`src/rtl/fixed_point_vector_alu.sv`:
```
// fixed_point_vector_alu: two-stage, multi-lane signed fixed-point
// add / subtract / accumulate / load unit with valid/ready handshakes.
// Build option: define SATURATE_EN to clamp overflowing lanes to +max/-max;
// without it, overflowing lanes wrap (two's complement).
module fixed_point_vector_alu #(
  parameter int INT_W  = 8,
  parameter int FRAC_W = 8,
  parameter int LANES  = 4
) (
  input  logic                            clk,
  input  logic                            rst_n,
  input  logic                            in_valid,
  output logic                            in_ready,
  input  logic [LANES*(INT_W+FRAC_W)-1:0] A,
  input  logic [LANES*(INT_W+FRAC_W)-1:0] B,
  input  logic [1:0]                      op,
  output logic                            out_valid,
  input  logic                            out_ready,
  output logic [LANES*(INT_W+FRAC_W)-1:0] Out,
  output logic [LANES-1:0]                N,
  output logic [LANES-1:0]                V,
  output logic [LANES-1:0]                Z,
  output logic                            v_sticky,
  input  logic                            clr_sticky
);

  localparam int DW = INT_W + FRAC_W;
  localparam int VW = LANES * DW;

  typedef enum logic [1:0] {
    OP_ADD  = 2'b00,
    OP_SUB  = 2'b01,
    OP_ACC  = 2'b10,
    OP_LOAD = 2'b11
  } op_e;

  // Stage 1 registers
  logic          s1_valid;
  op_e           s1_op;
  logic [VW-1:0] s1_a;
  logic [VW-1:0] s1_b;
  logic          s1_cin;

  // Per-lane accumulators, packed like the operand buses
  logic [VW-1:0] acc;

  // Stage 2 combinational results
  logic [VW-1:0]    res;
  logic [LANES-1:0] res_n;
  logic [LANES-1:0] res_v;
  logic [LANES-1:0] res_z;
  logic [DW-1:0]    x;
  logic [DW-1:0]    y;
  logic [DW:0]      sum;
  logic [DW-1:0]    lane_out;
  logic             ovf;

  logic s2_adv;
  logic s1_adv;
  logic s2_load;

  assign s2_adv   = !out_valid || out_ready;
  assign s1_adv   = !s1_valid || s2_adv;
  assign in_ready = s1_adv;
  assign s2_load  = s2_adv && s1_valid;

  // Stage 1: capture operands; subtraction stored as ~B with carry-in 1
  always_ff @(posedge clk or negedge rst_n) begin
    if (!rst_n) begin
      s1_valid <= 1'b0;
      s1_op    <= OP_ADD;
      s1_a     <= '0;
      s1_b     <= '0;
      s1_cin   <= 1'b0;
    end else if (s1_adv) begin
      s1_valid <= in_valid;
      if (in_valid) begin
        s1_op  <= op_e'(op);
        s1_a   <= A;
        s1_b   <= (op == OP_SUB) ? ~B : B;
        s1_cin <= (op == OP_SUB);
      end
    end
  end

  // Per-lane DW+1-bit sum, overflow detect, optional clamp and flags
  always_comb begin
    res      = '0;
    res_n    = '0;
    res_v    = '0;
    res_z    = '0;
    x        = '0;
    y        = '0;
    sum      = '0;
    lane_out = '0;
    ovf      = 1'b0;
    for (int unsigned i = 0; i < LANES; i++) begin
      case (s1_op)
        OP_ACC: begin
          x = acc[i*DW +: DW];
          y = s1_a[i*DW +: DW];
        end
        // Load is computed as 0 + A so it shares the adder and cannot overflow
        OP_LOAD: begin
          x = '0;
          y = s1_a[i*DW +: DW];
        end
        default: begin
          x = s1_a[i*DW +: DW];
          y = s1_b[i*DW +: DW];
        end
      endcase
      sum = {x[DW-1], x} + {y[DW-1], y} + {{DW{1'b0}}, s1_cin};
      ovf = sum[DW] ^ sum[DW-1];
`ifdef SATURATE_EN
      if (ovf) begin
        lane_out = sum[DW] ? {1'b1, {(DW-1){1'b0}}} : {1'b0, {(DW-1){1'b1}}};
      end else begin
        lane_out = sum[DW-1:0];
      end
`else
      lane_out = sum[DW-1:0];
`endif
      res[i*DW +: DW] = lane_out;
      res_v[i]        = ovf;
      res_n[i]        = lane_out[DW-1];
      res_z[i]        = (lane_out == '0);
    end
  end

  // Stage 2: result registers and accumulator update on the S1->S2 transfer
  always_ff @(posedge clk or negedge rst_n) begin
    if (!rst_n) begin
      out_valid <= 1'b0;
      Out       <= '0;
      N         <= '0;
      V         <= '0;
      Z         <= '0;
      acc       <= '0;
    end else if (s2_adv) begin
      out_valid <= s1_valid;
      if (s1_valid) begin
        Out <= res;
        N   <= res_n;
        V   <= res_v;
        Z   <= res_z;
        if (s1_op == OP_ACC || s1_op == OP_LOAD) begin
          acc <= res;
        end
      end
    end
  end

  // Sticky overflow: a new V event takes priority over a same-cycle clear
  always_ff @(posedge clk or negedge rst_n) begin
    if (!rst_n) begin
      v_sticky <= 1'b0;
    end else if (s2_load && (|res_v)) begin
      v_sticky <= 1'b1;
    end else if (clr_sticky) begin
      v_sticky <= 1'b0;
    end
  end

endmodule
```
`config.mk`:
```
export PLATFORM = sky130hd
export DESIGN_NAME = fixed_point_vector_alu
export DESIGN_NICKNAME = d
export VERILOG_FILES = /design/src/rtl/fixed_point_vector_alu.sv
export SDC_FILE = /design/constraint.sdc
export NUM_CORES = 1
export LEC_CHECK = 0
export CORE_UTILIZATION = 35
export CTS_CLUSTER_DIAMETER = 50
export DETAILED_ROUTE_END_ITERATION = 16
export PLACE_DENSITY_LB_ADDON = 0.2
export SETUP_SLACK_MARGIN = 0.05
export SLEW_MARGIN = 20
export SYNTH_ARGS = -nofsm -noshare
export SYNTH_HDL_FRONTEND = slang
export SYNTH_SLANG_ARGS = --single-unit
```
`constraint.sdc`:
```
create_clock -name clk -period 4 [get_ports clk]
set_input_delay 0.6 -clock clk [delete_from_list [all_inputs] [get_ports clk]]
set_output_delay 0.6 -clock clk [all_outputs]
set_load 0.01 [all_outputs]
```
Fig. 1: nets reached from selected ports
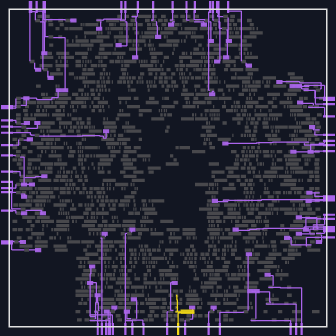
A: shown in purple, direction input, edge 17 top, 17 right, 16 bottom, 14 left, end cells 64, buffers 64, wire 2040 um. out_valid: shown in yellow, direction output, edge bottom, end cells 1, buffers 1, wire 34.8 um.

Fig. 2: drive-strength map
The bar under the picture is 50 um long.
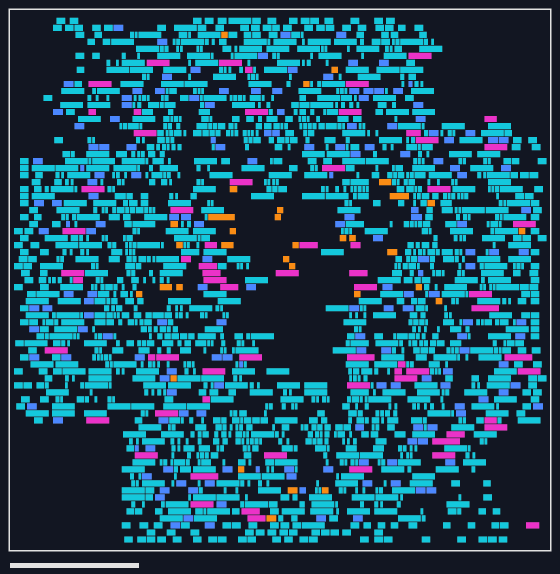
_0 and _1 cells: shown in cyan, cells 1537, share 85%. _6 and larger: shown in magenta, cells 66, share 3.6%. _2 cells: shown in blue, cells 174, share 9.6%. _3 and _4 cells: shown in orange, cells 32, share 1.8%.
final non-filler cell area: 19300 um^2
count of non-CTS buffers in the layout: 241
Final Worst Setup Slack: 304 ps
Area growth syn-to-layout: 27.7%

Fig. 3: signal wires by layer
The bar under the picture is 50 um long.
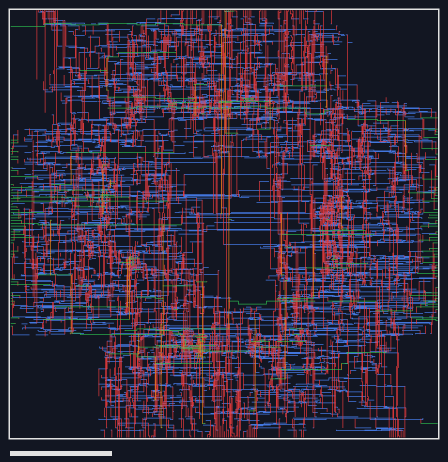
metal 1: shown in blue, wire length 19300 um. metal 4: shown in orange, wire length 905 um. metal 2: shown in red, wire length 19000 um. metal 3: shown in green, wire length 2010 um.
routed wire length: 41200 um
post-detailed-route wirelength per cell: 17.6 um
global routing usage summed across all routing layers: 19.2%
via count: 11800

[per-stage QoR]
stage / cells / power [W] / area, um^2 / hold slack, ps / worst slack (ps)
floorplan: 1581 / 0.00742 / 15100 / 304 / 80.3
global placement: 2276 / 0.00949 / 17900 / 459 / 278
detailed placement: 2276 / 0.00957 / 17900 / 462 / 189
CTS: 2346 / 0.0132 / 19200 / 112 / 176
global route: 2349 / 0.0140 / 19300 / 130 / 80.2
finish: 2349 / 0.0130 / 19300 / 93.0 / 304
[logic make-up after synthesis]
family	Yosys count
AND/OR/NAND/NOR	432
flip-flops	270
multiplexers	156
XOR/XNOR	116
AND-OR/OR-AND	372
adder cells (fa/ha/maj)	68
buffers and inverters	167
[flip-flops by register name, indices dropped and copies added, names as in the netlist]
signal,flops
s1_a,64
out_valid,1
s1_cin,1
Out,64
acc,64
v_sticky,1
Z,4
s1_valid,1
s1_b,64
V,4
s1_op,2
[power by group]
part	total (W)	switching [W]	internal (W)
combinational	0.00537	0.00288	0.00250
sequential	0.00415	0.000559	0.00360
clock	0.00352	0.00136	0.00216
[routing by layer]
| layer | global-route usage, % | routed length (um) | vias to the layer above |
|---|---|---|---|
| met2 | 30.8 | 19000 | 280 |
| met4 | 5.71 | 905 | 0 |
| li1 | - | - | 5802 |
| met3 | 3.95 | 2010 | 66 |
| met1 | 26.2 | 19300 | 5699 |
| met5 | 0 | 0 | - |
[path summary, 6_finish.rpt]
path | start | end | slack [ps] | cells past startpoint
worst max-delay path | s1_op[1] | Z[3] | 300 | 13
worst min-delay path | rst_n | s1_b[52] | 90 | 1
worst max register to register | s1_op[1] | Z[3] | 300 | 13
worst min register to register | acc[40] | acc[40] | 480 | 2
max in group asynchronous | rst_n | s1_b[35] | 2980 | 2
min in group clk | acc[40] | acc[40] | 480 | 2
==> impl_metrics.tcl <==
# metrics dict for downstream scripts
set metrics [dict create \
    finClkSkew_ps 30.5 \
    antenna_found_initial 1 \
    status "finished clean" \
    synth.yosys.chip_area_um2 15100 \
    bufAreaShareNonClock_pct 12.7 \
    synthesis.area_per_instance_um2 9.54 \
    slowest_stage_delay_on_critical_path_ps 450 \
    sequential_cell_area_um2 6760 \
    grt_max_degree 101 \
    first_global_vias 12100 \
    fillerInstances 4064 \
    clkLatencyLatePin_ps 560 \
    number_of_flops_mapped_to_enable_cells_by_yosys 0 \
    n_sequential_cell 270 \
    yosysUniqueCellTypes 63 \
    largest_area_cell "sky130_fd_sc_hd__dfrtp_1" \
    synthMuxAreaShare_pct 11.6 \
    synthAdderAreaFrac_pct 6.04 \
    cpLargestDelayFamily "simple AND/OR/NAND/NOR gates" \
    detailedPlacementHpwl_um 29400 \
    dieWidth_um 210 \
    timing_worst_slew_pin_value_ps 788 \
    core_area_um2 42200 \
    dieHeight_um 210 \
    post_cts_setup_buffers 0 \
    comb_area_um2 7730 \
    core_util_floorplan_pct 35.7 \
    share_of_cell_area_taken_by_flip_flops_and_latches_pct 35.1 \
    drc 0 \
    vdd_ir_drop_max_mv 0.284 \
    grt_pass1_wl_um 66700 \
]
No activity file was given, so power comes from the tool's default toggle rates.
